### src/rtl/adf4351_int_ctrl_pkg.sv
// Shared types and constants for the ADF4351 integer-N controller:
// state encodings, register control bits, step table and R0 field layout.
package adf4351_pkg;

    typedef enum logic [2:0] {
        ST_RST,
        ST_INIT_LOAD,
        ST_LOAD,
        ST_SHIFT_LO,
        ST_SHIFT_HI,
        ST_LE_HI,
        ST_LE_GAP,
        ST_IDLE
    } state_t;

    // Sequencer view; the transfer itself is tracked by the serialiser.
    typedef enum logic [2:0] {
        C_RST,
        C_INIT_LOAD,
        C_LOAD,
        C_XFER,
        C_IDLE
    } ctrl_t;

    localparam logic [2:0] CTRL_R0 = 3'd0;
    localparam logic [2:0] CTRL_R1 = 3'd1;
    localparam logic [2:0] CTRL_R2 = 3'd2;
    localparam logic [2:0] CTRL_R3 = 3'd3;
    localparam logic [2:0] CTRL_R4 = 3'd4;
    localparam logic [2:0] CTRL_R5 = 3'd5;

    localparam int R0_INT_MSB  = 30;
    localparam int R0_INT_LSB  = 15;
    localparam int R0_FRAC_MSB = 14;
    localparam int R0_FRAC_LSB = 3;

    function automatic logic [16:0] step_size(input logic [1:0] idx);
        case (idx)
            2'd1:    return 17'd10;
            2'd2:    return 17'd100;
            default: return 17'd1;
        endcase
    endfunction

    function automatic logic [31:0] make_r0(input logic [15:0] int_v,
                                            input logic [11:0] frac_v);
        logic [31:0] w;
        w = '0;
        w[R0_INT_MSB:R0_INT_LSB]   = int_v;
        w[R0_FRAC_MSB:R0_FRAC_LSB] = frac_v;
        w[2:0]                     = CTRL_R0;
        return w;
    endfunction

endpackage

### src/rtl/adf4351_int_ctrl_if.sv
// Bundle of key inputs, ADF4351 pins and status outputs of the controller.
interface adf4351_int_ctrl_if;
    import adf4351_pkg::*;

    // Handshake: k_up/k_dn/k_step are single-cycle strobes with no ready; they
    // are always accepted. busy is status only: high while a word is in flight.
    logic        k_up;
    logic        k_dn;
    logic        k_step;
    logic        sclk;
    logic        sdata;
    logic        le;
    logic        busy;
    logic [15:0] int_val;
    logic [1:0]  step_idx;
    state_t      dbg_state;

    modport master (
        output k_up, k_dn, k_step,
        input  sclk, sdata, le, busy, int_val, step_idx, dbg_state
    );

    modport slave (
        input  k_up, k_dn, k_step,
        output sclk, sdata, le, busy, int_val, step_idx, dbg_state
    );

endinterface

### src/rtl/adf4351_spi_tx.sv
// 3-wire serialiser: shifts one 32-bit word MSB first (device samples on the
// rising sclk), then pulses LE and holds a gap before signalling done.
module adf4351_spi_tx
    import adf4351_pkg::*;
#(
    parameter int CLK_DIV = 4
) (
    input  logic        clk,
    input  logic        rst_n,
    input  logic        start,
    input  logic [31:0] word,
    output logic        done,
    output logic        sclk,
    output logic        sdata,
    output logic        le,
    output state_t      tx_state
);

    localparam int DW = (CLK_DIV > 1) ? $clog2(CLK_DIV) : 1;
    localparam logic [DW-1:0] DIV_LAST = DW'(CLK_DIV - 1);

    logic [DW-1:0] div_cnt;
    logic [5:0]    bit_cnt;
    logic [30:0]   sreg;

    wire div_end = (div_cnt == DIV_LAST);

    assign done = (tx_state == ST_LE_GAP) && div_end;

    always_ff @(posedge clk or negedge rst_n) begin
        if (!rst_n) begin
            tx_state <= ST_IDLE;
            div_cnt  <= '0;
            bit_cnt  <= '0;
            sreg     <= '0;
            sclk     <= 1'b0;
            sdata    <= 1'b0;
            le       <= 1'b0;
        end else begin
            case (tx_state)
                ST_IDLE: begin
                    if (start) begin
                        sreg     <= word[30:0];
                        sdata    <= word[31];
                        sclk     <= 1'b0;
                        le       <= 1'b0;
                        bit_cnt  <= 6'd32;
                        div_cnt  <= '0;
                        tx_state <= ST_SHIFT_LO;
                    end
                end
                ST_SHIFT_LO: begin
                    if (div_end) begin
                        div_cnt  <= '0;
                        sclk     <= 1'b1;
                        bit_cnt  <= bit_cnt - 6'd1;
                        tx_state <= ST_SHIFT_HI;
                    end else begin
                        div_cnt <= div_cnt + 1'b1;
                    end
                end
                ST_SHIFT_HI: begin
                    if (div_end) begin
                        div_cnt <= '0;
                        sclk    <= 1'b0;
                        if (bit_cnt == 6'd0) begin
                            le       <= 1'b1;
                            sdata    <= 1'b0;
                            tx_state <= ST_LE_HI;
                        end else begin
                            // Next bit changes together with the falling edge.
                            sdata    <= sreg[30];
                            sreg     <= {sreg[29:0], 1'b0};
                            tx_state <= ST_SHIFT_LO;
                        end
                    end else begin
                        div_cnt <= div_cnt + 1'b1;
                    end
                end
                ST_LE_HI: begin
                    if (div_end) begin
                        div_cnt  <= '0;
                        le       <= 1'b0;
                        tx_state <= ST_LE_GAP;
                    end else begin
                        div_cnt <= div_cnt + 1'b1;
                    end
                end
                ST_LE_GAP: begin
                    if (div_end) begin
                        div_cnt  <= '0;
                        tx_state <= ST_IDLE;
                    end else begin
                        div_cnt <= div_cnt + 1'b1;
                    end
                end
                default: begin
                    tx_state <= ST_IDLE;
                end
            endcase
        end
    end

endmodule

### src/rtl/adf4351_int_ctrl.sv
// ADF4351 integer-N controller: writes R5..R0 after reset, then tracks key
// strobes on INT and rewrites R0 whenever the setting has changed.
module adf4351_int_ctrl
    import adf4351_pkg::*;
#(
    parameter int          CLK_DIV  = 4,
    parameter int unsigned INT_INIT = 100,
    parameter int unsigned INT_MIN  = 75,
    parameter int unsigned INT_MAX  = 65535,
    parameter logic [11:0] FRAC_VAL = 12'd0,
    parameter logic [31:0] R1_VAL   = 32'h0800_8011,
    parameter logic [31:0] R2_VAL   = 32'h0000_4E42,
    parameter logic [31:0] R3_VAL   = 32'h0000_04B3,
    parameter logic [31:0] R4_VAL   = 32'h00EC_803C,
    parameter logic [31:0] R5_VAL   = 32'h0058_0005
) (
    input  logic            clk,
    input  logic            rst_n,
    adf4351_int_ctrl_if.slave bus
);

    ctrl_t       ctrl;
    logic [2:0]  word_idx;
    logic        busy_q;
    logic [15:0] int_val_q;
    logic [1:0]  step_idx_q;
    logic        dirty;

    logic        tx_start;
    logic [31:0] tx_word;
    logic        tx_done;
    logic        sclk_w;
    logic        sdata_w;
    logic        le_w;
    state_t      tx_state;

    logic [16:0] step;
    logic [16:0] sum17;
    logic [16:0] dif17;
    logic [15:0] int_next;
    logic        key_chg;
    logic        r0_load;

    always_comb begin
        step     = step_size(step_idx_q);
        sum17    = {1'b0, int_val_q} + step;
        dif17    = {1'b0, int_val_q} - step;
        int_next = int_val_q;
        if (bus.k_up && !bus.k_dn) begin
            int_next = (sum17 > 17'(INT_MAX)) ? 16'(INT_MAX) : sum17[15:0];
        end else if (bus.k_dn && !bus.k_up) begin
            // Bit 16 set means the subtraction borrowed below zero.
            int_next = (dif17[16] || dif17 < 17'(INT_MIN)) ? 16'(INT_MIN) : dif17[15:0];
        end
        key_chg = (int_next != int_val_q);
    end

    always_comb begin
        tx_start = (ctrl == C_INIT_LOAD) || (ctrl == C_LOAD);
        r0_load  = tx_start && (word_idx == 3'd0);
        case (word_idx)
            3'd5:    tx_word = R5_VAL;
            3'd4:    tx_word = R4_VAL;
            3'd3:    tx_word = R3_VAL;
            3'd2:    tx_word = R2_VAL;
            3'd1:    tx_word = R1_VAL;
            default: tx_word = make_r0(int_val_q, FRAC_VAL);
        endcase
    end

    always_ff @(posedge clk or negedge rst_n) begin
        if (!rst_n) begin
            ctrl       <= C_RST;
            word_idx   <= 3'd5;
            busy_q     <= 1'b0;
            int_val_q  <= 16'(INT_INIT);
            step_idx_q <= 2'd0;
            dirty      <= 1'b0;
        end else begin
            int_val_q <= int_next;
            if (bus.k_step) begin
                step_idx_q <= (step_idx_q == 2'd2) ? 2'd0 : step_idx_q + 2'd1;
            end
            // A key arriving in the R0 load cycle wins over the clear.
            dirty <= key_chg | (dirty & ~r0_load);

            case (ctrl)
                C_RST: begin
                    word_idx <= 3'd5;
                    busy_q   <= 1'b1;
                    ctrl     <= C_INIT_LOAD;
                end
                C_INIT_LOAD, C_LOAD: begin
                    ctrl <= C_XFER;
                end
                C_XFER: begin
                    if (tx_done) begin
                        if (word_idx != 3'd0) begin
                            word_idx <= word_idx - 3'd1;
                            ctrl     <= C_INIT_LOAD;
                        end else begin
                            busy_q <= 1'b0;
                            ctrl   <= C_IDLE;
                        end
                    end
                end
                C_IDLE: begin
                    if (dirty) begin
                        word_idx <= 3'd0;
                        busy_q   <= 1'b1;
                        ctrl     <= C_LOAD;
                    end
                end
                default: begin
                    ctrl <= C_RST;
                end
            endcase
        end
    end

    adf4351_spi_tx #(
        .CLK_DIV (CLK_DIV)
    ) u_spi_tx (
        .clk      (clk),
        .rst_n    (rst_n),
        .start    (tx_start),
        .word     (tx_word),
        .done     (tx_done),
        .sclk     (sclk_w),
        .sdata    (sdata_w),
        .le       (le_w),
        .tx_state (tx_state)
    );

    always_comb begin
        case (ctrl)
            C_RST:       bus.dbg_state = ST_RST;
            C_INIT_LOAD: bus.dbg_state = ST_INIT_LOAD;
            C_LOAD:      bus.dbg_state = ST_LOAD;
            C_XFER:      bus.dbg_state = tx_state;
            default:     bus.dbg_state = ST_IDLE;
        endcase
    end

    assign bus.sclk     = sclk_w;
    assign bus.sdata    = sdata_w;
    assign bus.le       = le_w;
    assign bus.busy     = busy_q;
    assign bus.int_val  = int_val_q;
    assign bus.step_idx = step_idx_q;

endmodule

### src/flat_wrapper.sv
// flat-port wrapper written by rule: the top's interface ports become plain ports
module adf4351_int_ctrl_flat import adf4351_pkg::*;
#(
    parameter int          CLK_DIV  = 4,
    parameter int unsigned INT_INIT = 100,
    parameter int unsigned INT_MIN  = 75,
    parameter int unsigned INT_MAX  = 65535,
    parameter logic [11:0] FRAC_VAL = 12'd0,
    parameter logic [31:0] R1_VAL   = 32'h0800_8011,
    parameter logic [31:0] R2_VAL   = 32'h0000_4E42,
    parameter logic [31:0] R3_VAL   = 32'h0000_04B3,
    parameter logic [31:0] R4_VAL   = 32'h00EC_803C,
    parameter logic [31:0] R5_VAL   = 32'h0058_0005
)
  (clk, rst_n, bus_k_up, bus_k_dn, bus_k_step, bus_sclk, bus_sdata, bus_le, bus_busy, bus_int_val, bus_step_idx, bus_dbg_state);
  adf4351_int_ctrl_if bus_i ();
  input  logic clk;
  input  logic rst_n;
  input wire logic [$bits(bus_i.k_up)-1:0] bus_k_up;
  input wire logic [$bits(bus_i.k_dn)-1:0] bus_k_dn;
  input wire logic [$bits(bus_i.k_step)-1:0] bus_k_step;
  output wire logic [$bits(bus_i.sclk)-1:0] bus_sclk;
  output wire logic [$bits(bus_i.sdata)-1:0] bus_sdata;
  output wire logic [$bits(bus_i.le)-1:0] bus_le;
  output wire logic [$bits(bus_i.busy)-1:0] bus_busy;
  output wire logic [$bits(bus_i.int_val)-1:0] bus_int_val;
  output wire logic [$bits(bus_i.step_idx)-1:0] bus_step_idx;
  output wire logic [$bits(bus_i.dbg_state)-1:0] bus_dbg_state;
  assign bus_i.k_up = bus_k_up;
  assign bus_i.k_dn = bus_k_dn;
  assign bus_i.k_step = bus_k_step;
  assign bus_sclk = bus_i.sclk;
  assign bus_sdata = bus_i.sdata;
  assign bus_le = bus_i.le;
  assign bus_busy = bus_i.busy;
  assign bus_int_val = bus_i.int_val;
  assign bus_step_idx = bus_i.step_idx;
  assign bus_dbg_state = bus_i.dbg_state;
  adf4351_int_ctrl #(.CLK_DIV(CLK_DIV), .INT_INIT(INT_INIT), .INT_MIN(INT_MIN), .INT_MAX(INT_MAX), .FRAC_VAL(FRAC_VAL), .R1_VAL(R1_VAL), .R2_VAL(R2_VAL), .R3_VAL(R3_VAL), .R4_VAL(R4_VAL), .R5_VAL(R5_VAL)) u_core (.clk(clk), .rst_n(rst_n), .bus(bus_i));
endmodule
### config.mk
export PLATFORM = sky130hd
export DESIGN_NAME = adf4351_int_ctrl_flat
export DESIGN_NICKNAME = d
export VERILOG_FILES = /design/src/rtl/adf4351_int_ctrl_pkg.sv /design/src/rtl/adf4351_int_ctrl_if.sv /design/src/rtl/adf4351_spi_tx.sv /design/src/rtl/adf4351_int_ctrl.sv /design/src/flat_wrapper.sv
export SDC_FILE = /design/constraint.sdc
export NUM_CORES = 1
export LEC_CHECK = 0
export CAP_MARGIN = 15
export CORE_UTILIZATION = 45
export CTS_CLUSTER_SIZE = 28
export DETAILED_ROUTE_END_ITERATION = 10
export PLACE_DENSITY_LB_ADDON = 0.15
export SYNTH_ARGS = -nofsm -noshare
export SYNTH_HDL_FRONTEND = slang
export SYNTH_HIERARCHICAL = 1
export SYNTH_SLANG_ARGS = --single-unit
### constraint.sdc
create_clock -name clk -period 5.5 [get_ports clk]
set_clock_uncertainty 0.15 [all_clocks]
set_input_delay 1.1 -clock clk [delete_from_list [all_inputs] [get_ports clk]]
set_output_delay 1.1 -clock clk [all_outputs]
set_load 0.03 [all_outputs]
Fig. 1: run 1, clock nets
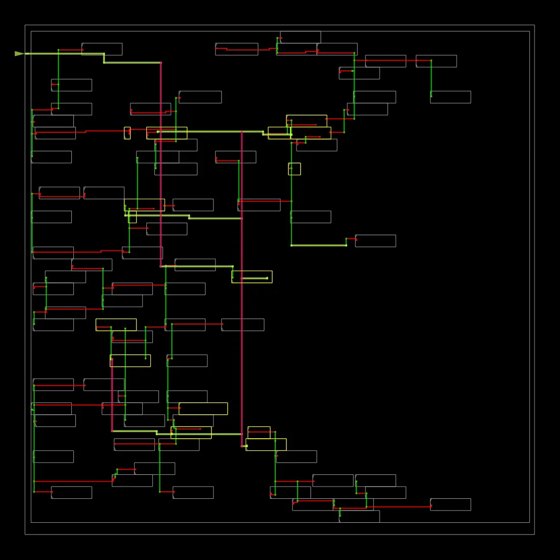
Late-Pin Clk Latency: 330 ps
CLK BUF: 12

Fig. 2: run 1, clock network drawn from the DEF
(4 px per um)
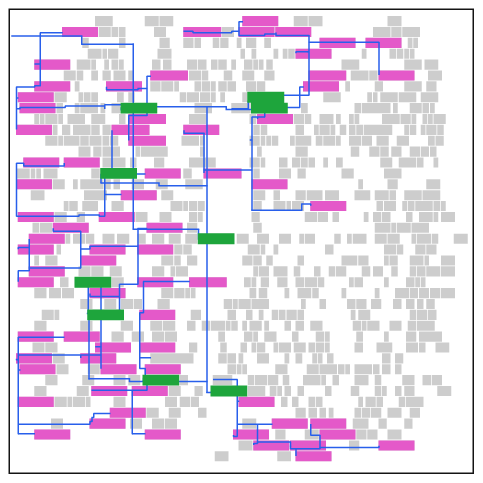
legend:
  green:
    item: cells driving clock nets
    count: 9
  magenta:
    item: flip-flops
    count: 71
  blue:
    item: clock wires
    length: 1,040 um
routed clock nets: 10

Fig. 3: run 1, logic cells by family
(2 px per um)
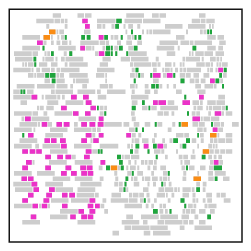
legend:
  magenta:
    family: AND-OR and OR-AND gates
    cells: 88
    most_used: o22a_1
  orange:
    family: multiplexers
    cells: 7
    most_used: mux2i_1
  green:
    family: NAND gates
    cells: 89
    most_used: nand2_1
    where: widely spread
Post-Layout Cell Count: 847
Top cell excl fill/tap: dfrtp_1

Fig. 4: run 1, signal wires by layer
(2 px per um)
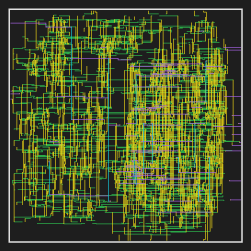
legend:
  purple:
    layer: met3
    wire_length: 806 um
  cyan:
    layer: met4
    wire_length: 305 um
  yellow:
    layer: met2
    wire_length: 7,990 um
  green:
    layer: met1
    wire_length: 7,430 um
wire per inst: 19.5 um
Total GRT Usage: 25.8%
Routed WL: 16,500 um

==> run_results.csv, run 1 <==
group,metric,value,unit
timing,postLayoutSetupSlackWorst,892,ps
power,power.leakage,2.56,nW
global_route,antenna_found_initial,0,
layout,seq_area,0.00179,sq mm
power,peakVddDrop,204,uV
placement,placed_cell_area,0.00610,sq mm
route,met2_length,7990,um
yosys,ys_sh_xor,3.29,%
setup_path,crit_path_start,"u_core/bus.step_idx[1]",
yosys,synthTopCellsByCount,"dfrtp_1, o22a_1, nand2_1",
timing,maxSlewViolCount,0,
timing,period_minus_slack,4610,ps
route,highest_layer,"met4",
yosys,top_cell,"dfrtp_1",
timing,hold_viol,0,
route,wl_met3,805,um
yosys,yosys.area.top_type_share,27.1,%
timing,fmax,217,MHz
yosys,synth-compound-area-share,30.0,%
power,netSwitchingFraction,47.2,%
flow_run,warnings,40,
power,seqPwrFrac,25.0,%
setup_path,critPathMaxFanout,16,
yosys,topCellsByArea,"dfrtp_1, o22a_1, ha_1, a21oi_1, dfstp_2",
route,drtPass1Iterations,5,
route,via_count,5244,
yosys,ys.flops,71,
yosys,synth-simple-area-share,21.6,%
setup_path,rr_startpoint,"u_core/bus.step_idx[1]",
timing,tightest_slew,1250,ps
yosys,synth_cell_types,87,
min_path,hold_depth,1,
timing,hold_ws,336,ps
layout,largest_register_ffs,31,
setup_path,worstRegToRegCells,13,
outcome,outcome,"complete, no violations",
layout,seq_share,27.9,%
clocking,cts_made_buffers,9,
placement,place_ws,900,ps
layout,syn_to_final_growth,10.2,%
floorplan,ios,30,
setup_path,crit_path_max_incr_delay,790,ps
global_route,first_global_vias,5011,
==> run 2, diff against run 1 <==
- clock period: 5.5 -> 3.89 ns (I/O delays scaled with it)
==> run 2 against run 1 <==
Sequential power is about 30% higher. Hold slack worse by 5.2 ps. Final cell count is 5.5% higher. Sequential share of layout area is 2.1 points lower. Flip-flop count stayed put. Die size stayed put. Worst setup slack worse by 800 ps. Routed wire length is 5.6% higher. Final area is 7.9% higher. Via count is 6.4% higher. Area after synthesis stayed put.
==> run_results.csv, run 2 <==
group,metric,value,unit
clocking,clock_latency,330,ps
route,wl_met3,968,um
timing,tightest_slew,920,ps
setup_path,rr_startpoint,"u_core/bus.step_idx[0]",
power,netSwitchingFraction,47.4,%
layout,largest_register_ffs,31,
min_path,hold_depth,2,
route,drtPass1Iterations,6,
timing,period_minus_slack,3790,ps
layout,seq_area,0.00179,sq mm
timing,maxSlewViolCount,0,
layout,syn_to_final_growth,18.9,%
placement,placed_cell_area,0.00637,sq mm
power,seqPwrFrac,20.7,%
timing,fmax,264,MHz
yosys,top_cell,"dfrtp_1",
yosys,ys_sh_xor,3.29,%
outcome,outcome,"complete, no violations",
layout,seq_share,25.9,%
global_route,first_global_vias,5323,
yosys,synthTopCellsByCount,"dfrtp_1, o22a_1, nand2_1",
timing,hold_ws,331,ps
flow_run,warnings,40,
yosys,synth-simple-area-share,21.6,%
yosys,topCellsByArea,"dfrtp_1, o22a_1, ha_1, a21oi_1, dfstp_2",
yosys,yosys.area.top_type_share,27.1,%
Fig. 5: run 2, M3 wires
(4 px per um)
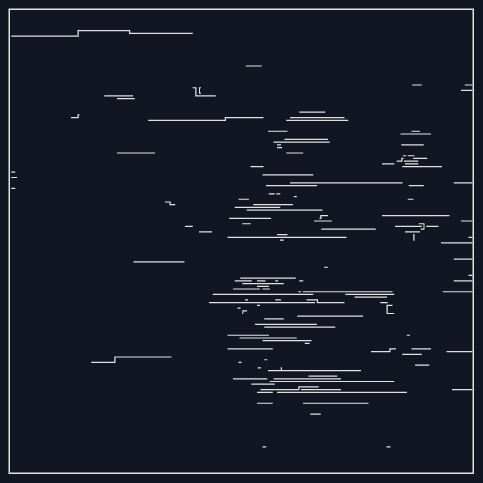
wire length on this layer: 968 um
nets with wire on the layer: 92
longest straight run: 32.2 um
share of all routed wire: 5.5%
met3 GRT Util: 4.60%
vias post-DR: 5,578
Routed WL: 17,500 um

Fig. 6: run 2, clock network drawn from the DEF
(4 px per um)
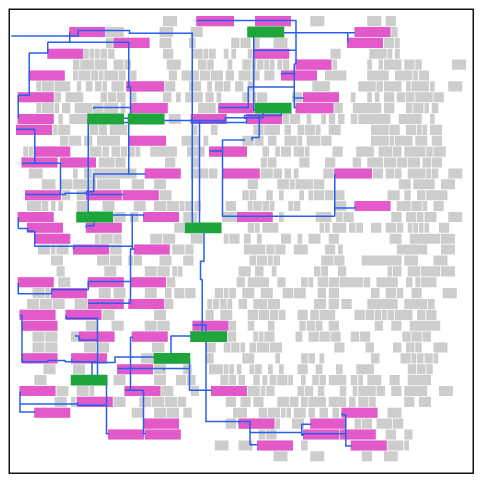
legend:
  blue:
    item: clock wires
    length: 1,060 um
  green:
    item: cells driving clock nets
    count: 9
  magenta:
    item: flip-flops
    count: 71
routed clock nets: 10
flops lie: widely spread

Fig. 7: run 2, logic cells by family
(2 px per um)
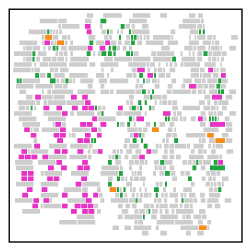
Comb area share: 55.0%
Post-Layout Cell Count: 894

==> run 3, diff against run 2 <==
- clock period: 3.89 -> 4.61 ns (I/O delays scaled with it)
==> run 3 against run 2 <==
Core utilization down 2.8 points. Via count down 3.1%. Sequential power fell by 11%. Synthesized cell count unchanged. Routed wire length fell by 0.66%. Maximum frequency down 11%. Largest power group unchanged. Register-to-register slack gained 260 ps. Critical path depth is 3 lower.
==> run_results.csv, run 3 <==
group,metric,value,unit
yosys,topCellsByArea,"dfrtp_1, o22a_1, ha_1, a21oi_1, dfstp_2",
layout,seq_share,27.2,%
timing,hold_ws,341,ps
global_route,first_global_vias,5241,
yosys,ys_sh_xor,3.29,%
layout,layout-drive-gt1-share,10.8,%
route,wire_per_inst,20.2,um
power,intPower,1.98,mW
layout,largest_register_ffs,31,
timing,period_minus_slack,4250,ps
flow_run,drv_cap,0,
flow_run,warnings,40,
yosys,ys_top_logic_family,"AND-OR/OR-AND gates",
yosys,top_cell,"dfrtp_1",
route,drtPass1Iterations,7,
layout,fin_nets,713,
power,peakVddDrop,200,uV
power,seqPwrFrac,22.8,%
layout,final_util,52.0,%
clocking,clock_latency,330,ps
outcome,outcome,"complete, no violations",
timing,maxSlewViolCount,0,
timing,tightest_slew,1140,ps
layout,seq_area,0.00179,sq mm
layout,fin_cells,859,
yosys,avgSynthCellArea,8.65,sq um
route,routed_wl,17300,um
layout,syn_to_final_growth,12.8,%
placement,placed_cell_area,0.00619,sq mm
layout,sh_comb_area,55.5,%
setup_path,crit_path_max_incr_delay,490,ps
power,power_frac_comb,53.3,%
yosys,synth-simple-area-share,21.6,%
global_route,grt_use_met2,43.8,%
route,wl_met3,1060,um
route,via_count,5407,
yosys,synthTopCellsByCount,"dfrtp_1, o22a_1, nand2_1",
yosys,synth_cell_types,87,
min_path,hold_start,"u_core/u_spi_tx/sdata",
timing,fmax,235,MHz
power,netSwitchingFraction,45.7,%
global_route,grt_util_met3,5.13,%
clocking,clock_path_buffers,2,
min_path,hold_depth,2,
yosys,yosys.area.top_type_share,27.1,%
setup_path,rr_startpoint,"u_core/bus.step_idx[1]",
Fig. 8: run 3, clock network drawn from the DEF
(4 px per um)
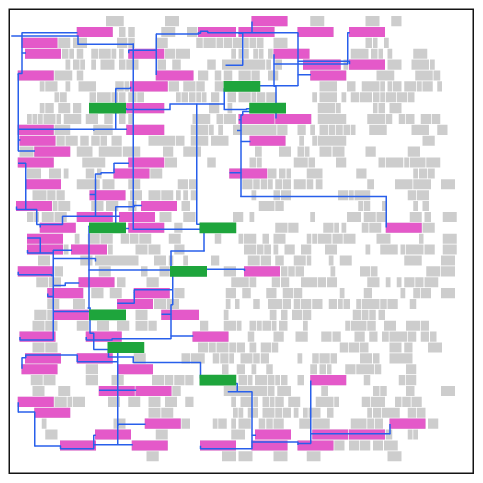
Clk. pwr: 870 uW
clock network fraction of total power: 23.8%

Fig. 9: run 3, clock nets
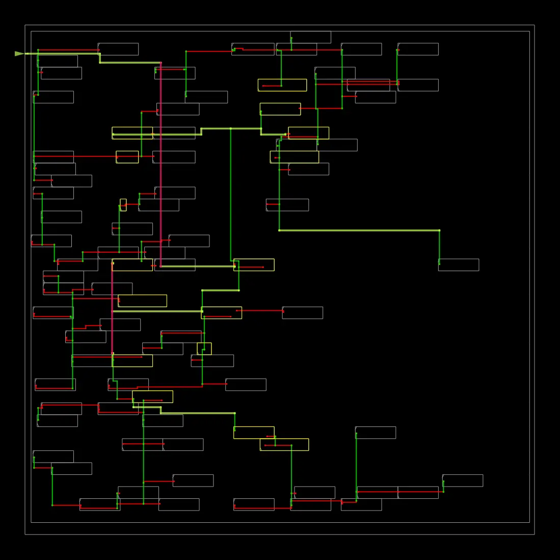
Num CTS Buffers: 9
Flops: 71
CLK BUF: 11
# clock sinks: 71

Fig. 10: run 3, M3 wires
(4 px per um)
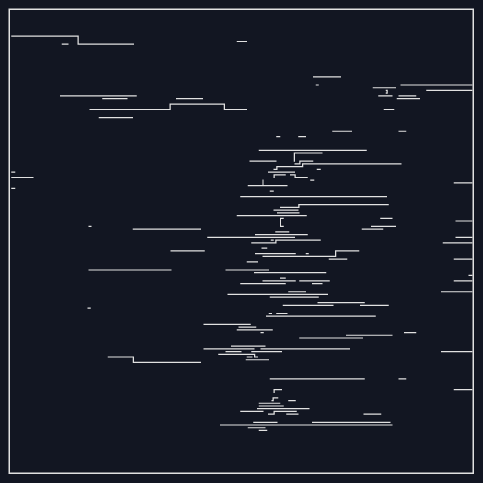
nets with wire on the layer: 87
main direction: horizontal
share of all routed wire: 6.1%
wire length on this layer: 1,060 um
longest straight run: 42.8 um

Power is estimated from default activity; no workload was simulated.
